**src/rtl/i2c_seq_pkg.sv**
```systemverilog
// Shared definitions for the i2c command sequencer: program op codes, error codes,
// FSM state encoding and the byte-level i2c core command codes.
package i2c_seq_pkg;

   localparam int PROG_W = 12;

   localparam logic [3:0] OP_START   = 4'h1;
   localparam logic [3:0] OP_RESTART = 4'h2;
   localparam logic [3:0] OP_STOP    = 4'h3;
   localparam logic [3:0] OP_WRITE   = 4'h4;
   localparam logic [3:0] OP_READ    = 4'h5;
   localparam logic [3:0] OP_DELAY   = 4'h6;
   localparam logic [3:0] OP_END     = 4'h7;

   localparam logic [2:0] K_START_CMD   = 3'b000;
   localparam logic [2:0] K_WRITE_CMD   = 3'b001;
   localparam logic [2:0] K_READ_CMD    = 3'b010;
   localparam logic [2:0] K_STOP_CMD    = 3'b011;
   localparam logic [2:0] K_RESTART_CMD = 3'b100;

   localparam logic [1:0] ERR_NONE   = 2'd0;
   localparam logic [1:0] ERR_NACK   = 2'd1;
   localparam logic [1:0] ERR_BAD_OP = 2'd2;
   localparam logic [1:0] ERR_PC_OVF = 2'd3;

   typedef enum logic [3:0] {
      S_IDLE,
      S_FETCH,
      S_EXEC,
      S_ISSUE,
      S_WAIT_DONE,
      S_DLY,
      S_ABORT_ISSUE,
      S_ABORT_WAIT,
      S_FINISH
   } state_e;

   function automatic logic op_is_bus(input logic [3:0] op);
      op_is_bus = (op == OP_START) || (op == OP_RESTART) || (op == OP_STOP) ||
                  (op == OP_WRITE) || (op == OP_READ);
   endfunction

   function automatic logic [2:0] op_to_cmd(input logic [3:0] op);
      case (op)
         OP_START:   op_to_cmd = K_START_CMD;
         OP_RESTART: op_to_cmd = K_RESTART_CMD;
         OP_WRITE:   op_to_cmd = K_WRITE_CMD;
         OP_READ:    op_to_cmd = K_READ_CMD;
         default:    op_to_cmd = K_STOP_CMD;
      endcase
   endfunction

endpackage

```
**src/rtl/i2c_seq_ram.sv**
```systemverilog
// Program store for the sequencer: one write port, registered read port.
module i2c_seq_ram
   import i2c_seq_pkg::*;
#(
   parameter int ADDR_W = 5
) (
   input  logic              clk,
   input  logic              we,
   input  logic [ADDR_W-1:0] waddr,
   input  logic [PROG_W-1:0] wdata,
   input  logic [ADDR_W-1:0] raddr,
   output logic [PROG_W-1:0] rdata
);

   logic [PROG_W-1:0] mem_q [2**ADDR_W];
   logic [PROG_W-1:0] rdata_q;

   always_ff @(posedge clk) begin
      if (we) begin
         mem_q[waddr] <= wdata;
      end
      rdata_q <= mem_q[raddr];
   end

   assign rdata = rdata_q;

endmodule

```
**src/rtl/i2c_seq.sv**
```systemverilog
// i2c command sequencer: runs {op,arg} programs from a writable RAM against the
// byte-level i2c core, with read capture, timed delays, NACK retry and error reporting.
module i2c_seq
   import i2c_seq_pkg::*;
#(
   parameter int ADDR_W      = 5,
   parameter int DELAY_UNIT  = 1000,
   parameter int MAX_RETRIES = 2
) (
   input  logic              clk,
   input  logic              reset,
   input  logic              go,
   input  logic [ADDR_W-1:0] start_addr,
   output logic              busy,
   output logic              done_tick,
   output logic              error,
   output logic [1:0]        err_code,
   output logic [ADDR_W-1:0] err_pc,
   input  logic              prog_we,
   input  logic [ADDR_W-1:0] prog_addr,
   input  logic [11:0]       prog_data,
   output logic              rd_valid,
   output logic [7:0]        rd_data,
   output logic              i2c_write,
   output logic [2:0]        i2c_cmd,
   output logic [7:0]        i2c_data_in,
   input  logic              i2c_ready,
   input  logic              i2c_done_tick,
   input  logic              i2c_ack,
   input  logic [7:0]        i2c_data_out
);

   // state        | meaning
   // IDLE / FETCH | wait for go / RAM read of pc;  EXEC | decode fetched word
   // ISSUE / WAIT_DONE | strobe command when core ready / wait for its done_tick
   // DLY | delay countdown;  ABORT_ISSUE / ABORT_WAIT | STOP after NACK;  FINISH | done_tick

   localparam int CNT_W = $clog2(255 * DELAY_UNIT + 1);
   localparam int RET_W = (MAX_RETRIES > 0) ? $clog2(MAX_RETRIES + 1) : 1;
   localparam logic [ADDR_W-1:0] PC_LAST = '1;

   state_e             state_q, state_d;
   logic [ADDR_W-1:0]  pc_q, pc_d;
   logic [ADDR_W-1:0]  start_q, start_d;
   logic [ADDR_W-1:0]  err_pc_q, err_pc_d;
   logic [RET_W-1:0]   retry_q, retry_d;
   logic [3:0]         op_q, op_d;
   logic [7:0]         arg_q, arg_d;
   logic [CNT_W-1:0]   cnt_q, cnt_d;
   logic [1:0]         err_code_q, err_code_d;
   logic               rd_valid_q, rd_valid_d;
   logic [7:0]         rd_data_q, rd_data_d;
   logic               advance;

   logic [PROG_W-1:0]  ram_rdata;
   logic               ram_we;
   logic [3:0]         fetch_op;
   logic [7:0]         fetch_arg;

   assign busy      = (state_q != S_IDLE) && (state_q != S_FINISH);
   assign done_tick = (state_q == S_FINISH);
   assign error     = (err_code_q != ERR_NONE);
   assign err_code  = err_code_q;
   assign err_pc    = err_pc_q;
   assign rd_valid  = rd_valid_q;
   assign rd_data   = rd_data_q;

   assign ram_we    = prog_we && !busy;
   assign fetch_op  = ram_rdata[11:8];
   assign fetch_arg = ram_rdata[7:0];

   i2c_seq_ram #(
      .ADDR_W(ADDR_W)
   ) u_ram (
      .clk   (clk),
      .we    (ram_we),
      .waddr (prog_addr),
      .wdata (prog_data),
      .raddr (pc_q),
      .rdata (ram_rdata)
   );

   always_comb begin
      state_d     = state_q;
      pc_d        = pc_q;
      start_d     = start_q;
      err_pc_d    = err_pc_q;
      retry_d     = retry_q;
      op_d        = op_q;
      arg_d       = arg_q;
      cnt_d       = cnt_q;
      err_code_d  = err_code_q;
      rd_valid_d  = 1'b0;
      rd_data_d   = rd_data_q;
      advance     = 1'b0;
      i2c_write   = 1'b0;
      i2c_cmd     = 3'b000;
      i2c_data_in = 8'h00;

      case (state_q)
         S_IDLE: begin
            if (go) begin
               pc_d       = start_addr;
               start_d    = start_addr;
               retry_d    = '0;
               err_code_d = ERR_NONE;
               err_pc_d   = '0;
               state_d    = S_FETCH;
            end
         end
         S_FETCH: state_d = S_EXEC;
         S_EXEC: begin
            op_d  = fetch_op;
            arg_d = fetch_arg;
            if (fetch_op == OP_END) begin
               state_d = S_FINISH;
            end else if (fetch_op == OP_DELAY) begin
               cnt_d   = CNT_W'(fetch_arg) * CNT_W'(DELAY_UNIT);
               state_d = S_DLY;
            end else if (op_is_bus(fetch_op)) begin
               state_d = S_ISSUE;
            end else begin
               err_code_d = ERR_BAD_OP;
               err_pc_d   = pc_q;
               state_d    = S_FINISH;
            end
         end
         S_ISSUE: begin
            if (i2c_ready) begin
               i2c_write   = 1'b1;
               i2c_cmd     = op_to_cmd(op_q);
               i2c_data_in = (op_q == OP_READ) ? {7'b0, arg_q[0]} : arg_q;
               state_d     = S_WAIT_DONE;
            end
         end
         S_WAIT_DONE: begin
            if (i2c_done_tick) begin
               if ((op_q == OP_WRITE) && !i2c_ack) begin
                  state_d = S_ABORT_ISSUE;
               end else begin
                  if (op_q == OP_READ) begin
                     rd_valid_d = 1'b1;
                     rd_data_d  = i2c_data_out;
                  end
                  advance = 1'b1;
               end
            end
         end
         S_DLY: begin
            if (cnt_q == '0) begin
               advance = 1'b1;
            end else begin
               cnt_d = cnt_q - 1'b1;
            end
         end
         S_ABORT_ISSUE: begin
            if (i2c_ready) begin
               i2c_write = 1'b1;
               i2c_cmd   = K_STOP_CMD;
               state_d   = S_ABORT_WAIT;
            end
         end
         S_ABORT_WAIT: begin
            // pc still points at the NACKed WRITE here, which is what err_pc reports
            if (i2c_done_tick) begin
               if (retry_q < RET_W'(MAX_RETRIES)) begin
                  retry_d = retry_q + 1'b1;
                  pc_d    = start_q;
                  state_d = S_FETCH;
               end else begin
                  err_code_d = ERR_NACK;
                  err_pc_d   = pc_q;
                  state_d    = S_FINISH;
               end
            end
         end
         S_FINISH: state_d = S_IDLE;
         default:  state_d = S_IDLE;
      endcase

      if (advance) begin
         if (pc_q == PC_LAST) begin
            err_code_d = ERR_PC_OVF;
            err_pc_d   = pc_q;
            state_d    = S_FINISH;
         end else begin
            pc_d    = pc_q + 1'b1;
            state_d = S_FETCH;
         end
      end
   end

   always_ff @(posedge clk or posedge reset) begin
      if (reset) begin
         state_q    <= S_IDLE;
         pc_q       <= '0;
         start_q    <= '0;
         err_pc_q   <= '0;
         retry_q    <= '0;
         op_q       <= 4'h0;
         arg_q      <= 8'h00;
         cnt_q      <= '0;
         err_code_q <= ERR_NONE;
         rd_valid_q <= 1'b0;
         rd_data_q  <= 8'h00;
      end else begin
         state_q    <= state_d;
         pc_q       <= pc_d;
         start_q    <= start_d;
         err_pc_q   <= err_pc_d;
         retry_q    <= retry_d;
         op_q       <= op_d;
         arg_q      <= arg_d;
         cnt_q      <= cnt_d;
         err_code_q <= err_code_d;
         rd_valid_q <= rd_valid_d;
         rd_data_q  <= rd_data_d;
      end
   end

endmodule

```
**config.mk**
```make
export PLATFORM = sky130hd
export DESIGN_NAME = i2c_seq
export DESIGN_NICKNAME = d
export VERILOG_FILES = /design/src/rtl/i2c_seq_pkg.sv /design/src/rtl/i2c_seq_ram.sv /design/src/rtl/i2c_seq.sv
export SDC_FILE = /design/constraint.sdc
export NUM_CORES = 1
export LEC_CHECK = 0
export ABC_AREA = 1
export ABC_CLOCK_PERIOD_IN_PS = 6700
export CORE_ASPECT_RATIO = 0.75
export CORE_MARGIN = 2
export CORE_UTILIZATION = 50
export CTS_CLUSTER_SIZE = 40
export DETAILED_ROUTE_END_ITERATION = 12
export HOLD_SLACK_MARGIN = 0.05
export PLACE_DENSITY = 0.67
export SYNTH_ARGS = -nofsm -noshare
export SYNTH_HDL_FRONTEND = slang
export SYNTH_SLANG_ARGS = --single-unit
```
**constraint.sdc**
```tcl
create_clock -name clk -period 6.7 [get_ports clk]
set_clock_uncertainty 0.15 [all_clocks]
set_input_delay 2.01 -clock clk [delete_from_list [all_inputs] [get_ports clk]]
set_output_delay 2.01 -clock clk [all_outputs]
set_load 0.1 [all_outputs]
```
run_1/density.png
(1.5 px per um) 24 x 18 tiles, from dark blue (low) to red (high), 0 to 100% covered.
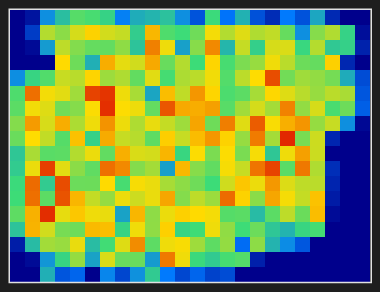
mean over tiles: 52%
tiles over 75% full: 18%
emptiest ninth of the die: south-east
fullest tile: 95%
Layout Utilization: 0.572
Core Footprint: 41100 um^2
starting density of the core: 0.510

run_1/final_placement.png
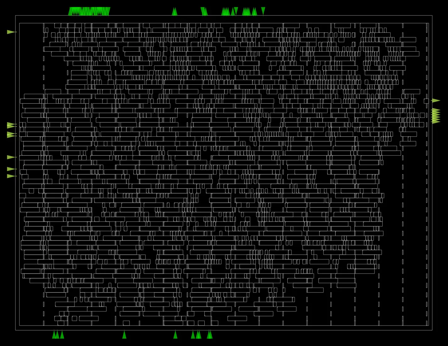
Post-Layout Cell Count: 2637
Seq area share: 0.567
Taps Inserted: 561

==> ci_impl_report.md, run 1 <==
## PnR job results

| Metric | Value |
|---|---|
| Xor/xnor share | `0.00251` |
| Mapped Cells | `roughly 2000` |
| YS warnings | `0` |
| Layout fillers | `3447` |
| Post-CTS setup buffers | `0` |
| Vias in the first global route | `13737` |
| Wire length on met3 | `4.55 mm` |
| Root Buffer | `clkbuf_16` |
| Unrepaired setup endpoints after global routing | `false` |
| Setup TNS Final | `0 ns` |
| Global-route wire length before repair | `between 70 and 80 mm` |
| Cts hold-fix bufs | `0` |
| Status | `completed` |
| Post-synth top cells | `edfxtp_1 (384), nor2_1 (379), nand2_1 (333), o21ai_0 (248), inv_1 (142)` |
| Met3 Track Usage GR | `0.0500` |
| Clk slew on worst S/H paths | `0.06 ns` |
| Post-synth cell types | `39` |
| Via density per instance | `5.53` |
| Commonest cells after routing, fill and taps aside | `edfxtp_1 (384), nor2_1 (379), nand2_1 (333)` |
| WL/cell | `19.1 um` |
| Overall global routing resource usage | `0.235` |
| Setup crit end kind | `output pin` |
| Pins Over Slew Limit | `0` |
| Min Tclk post-route | `5.75 ns` |
| Gr ovfl total | `0` |
| Crit path max fanout | `10` |
| CTS tree | `done` |
| Dpl cells | `approximately 2600` |
| Syn Area/Cell | `10.5 um^2` |
| Slowest-stage cell, CP | `clkdlybuf4s50_1` |
| Proportion of layout cells with a drive suffix above 1 | `0.0665` |
| PortBufs | `67` |
| Setup Viol. Count Final | `0` |
| CP required | `~4.5 ns` |
| Initial DRC Count | `1638` |
| Final WL | `50.4 mm` |
run_1/cell_classes.png
(1.5 px per um)
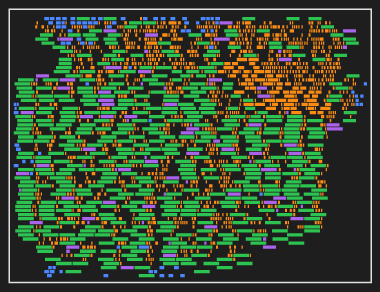
[clock drivers and dummy loads] purple | cells: 82
[other buffers and delay cells] blue | cells: 82
[flip-flops] green | cells: 458
[all other logic] orange | cells: 1453
final instance area: 23500 um^2
floorplan row count: 64

[run 1: stage by stage]
stage	setup WS, ns	area, um^2
5_1_grt	0.795	23500
6_report	0.946	23500
3_3_place_gp	1.01	22000
4_1_cts	0.940	23500
2_1_floorplan	0.898	20900
3_5_place_dp	0.942	22000
[run 1: sequential cells by signal, summed over array words and instances (netlist names), 5 cells and up]
signal,cells
u_ram.rdata,12
cnt_q,18
arg_q,8
err_pc,5
start_q,5
pc_q,5
rd_data,8
u_ram.mem_q,384
[run 1: layout make-up]
type | instances | area, um^2 | area share
Antenna cell | 1 | 2.50 | 0.000106
Clock buffer | 56 | 1220 | 0.0519
Clock inverter | 26 | 304 | 0.0129
Inverter | 149 | 562 | 0.0239
Multi-Input combinational cell | 1304 | 6630 | 0.282
Sequential cell | 458 | 13300 | 0.567
Tap cell | 561 | 702 | 0.0299
Timing Repair Buffer | 82 | 751 | 0.0319
[run 1: worst paths after layout]
path / start / end / slack [ns] / cells past startpoint
max in group asynchronous: reset / pc_q[0] / 3.98 / 3
min in group asynchronous: reset / rd_data[7] / 1.81 / 3
min: arg_q[0] / arg_q[0] / 0.33 / 2
min reg2reg: arg_q[0] / arg_q[0] / 0.33 / 2
max: i2c_ready / i2c_data_in[3] / 0.95 / 6
max reg2reg: u_ram.rdata[1] / cnt_q[14] / 2.65 / 15
==> run 2: changes to the inputs <==
--- a/config.mk
+++ b/config.mk
@@ -12,6 +12,7 @@
 export CORE_UTILIZATION = 50
 export CTS_CLUSTER_SIZE = 40
 export DETAILED_ROUTE_END_ITERATION = 12
+export GPL_ROUTABILITY_DRIVEN = 1
 export HOLD_SLACK_MARGIN = 0.05
 export PLACE_DENSITY = 0.67
 export SYNTH_ARGS = -nofsm -noshare
run_2/cell_classes.png
(1.5 px per um)
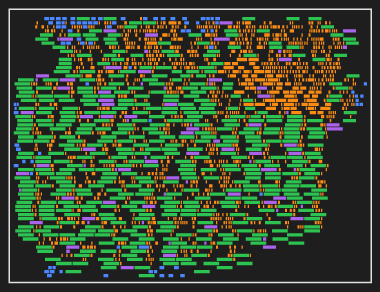
[other buffers and delay cells] blue | cells: 82
[clock drivers and dummy loads] purple | cells: 82
[flip-flops] green | cells: 458
[all other logic] orange | cells: 1453

==> ci_impl_report.md, run 2 <==
## PnR job results

| Metric | Value |
|---|---|
| CTS tree | `done` |
| YS warnings | `0` |
| Setup ws final | `0.946 ns` |
| Max FFs per register | `384` |
| DP Area | `22000 um^2` |
| Min Tclk post-route | `5.75 ns` |
| Io pins | `68` |
| Via density per instance | `5.53` |
| Cts hold-fix bufs | `0` |
| Setup TNS Final | `0 ns` |
| Post-CTS setup buffers | `0` |
| Final instance area | `between 20000 and 25000 um^2` |
| Initial DRC Count | `1638` |
| Gr ovfl total | `0` |
| Syn Area/Cell | `10.5 um^2` |
| Proportion of layout cells with a drive suffix above 1 | `0.0665` |
| Overall global routing resource usage | `0.235` |
| Floorplan row count | `64` |
| Wire length on met3 | `4.55 mm` |
| Final WL | `50.4 mm` |
| Core Footprint | `41100 um^2` |
| Unrepaired setup endpoints after global routing | `false` |
| Post-synth top cells | `edfxtp_1 (384), nor2_1 (379), nand2_1 (333), o21ai_0 (248), inv_1 (142)` |
| Synth Seq Share | `0.636` |
| PortBufs | `about 67` |
| Largest Register | `u_ram.mem_q` |
| WL/cell | `19.1 um` |
| Worst slack, placed | `0.942 ns` |
| WP buf/inv | `3` |
| Commonest cells after routing, fill and taps aside | `edfxtp_1 (384), nor2_1 (379), nand2_1 (333)` |
| Register area | `13300 um^2` |
| MI comb area | `6630 um^2` |
| Starting density of the core | `0.510` |
| Setup Viol. Count Final | `0` |
| Vias in the first global route | `13737` |
| Post-synth cell types | `39` |
| Dominant logic cell type in the layout | `edfxtp_1` |
| Pins Over Slew Limit | `0` |
| Layout fillers | `3447` |
| Met3 Track Usage GR | `0.0500` |
| Setup crit end kind | `output pin` |
| Slowest-stage cell, CP | `clkdlybuf4s50_1` |
| Status | `completed` |
| Clock Sinks | `458` |
| Root Buffer | `clkbuf_16` |
## run 2: final cells by class
cell class,instances,share of cell area
multi-input cells,1304,0.282
repair buffers,82,0.0319
well taps,561,0.0299
diodes,1,0.000106
clock buffers,56,0.0519
flip-flops and latches,458,0.567
inverters,149,0.0239
clock inverters,26,0.0129
## run 2: cell families (layout without fill, tap and decap cells)
| kind of cell | Yosys count | count (layout) | share of synthesized area |
|---|---|---|---|
| compound gates | 389 | 389 | 0.103 |
| xor+xnor | 6 | 6 | 0.00251 |
| fa+ha+maj | 63 | 63 | 0.0452 |
| buf+inv | 236 | 313 | 0.0474 |
| flops | 458 | 458 | 0.636 |
| other cells | 0 | 1 | 0 |
| simple gates | 846 | 846 | 0.166 |
## run 2: stage by stage
stage | utilization | std cells
6_report | 0.572 | 2637
4_1_cts | 0.572 | 2636
3_5_place_dp | 0.535 | 2554
2_1_floorplan | - | 1998
5_1_grt | 0.572 | 2636
3_3_place_gp | 0.535 | 2554
## run 2: final timing paths
check | depth (start not counted) | to | start | slack [ns]
max in group asynchronous | 3 | pc_q[0] | reset | 3.98
min in group asynchronous | 3 | rd_data[7] | reset | 1.81
setup / recovery | 6 | i2c_data_in[3] | i2c_ready | 0.95
hold / removal | 2 | arg_q[0] | arg_q[0] | 0.33
setup reg to reg | 15 | cnt_q[14] | u_ram.rdata[1] | 2.65
hold reg to reg | 2 | arg_q[0] | arg_q[0] | 0.33
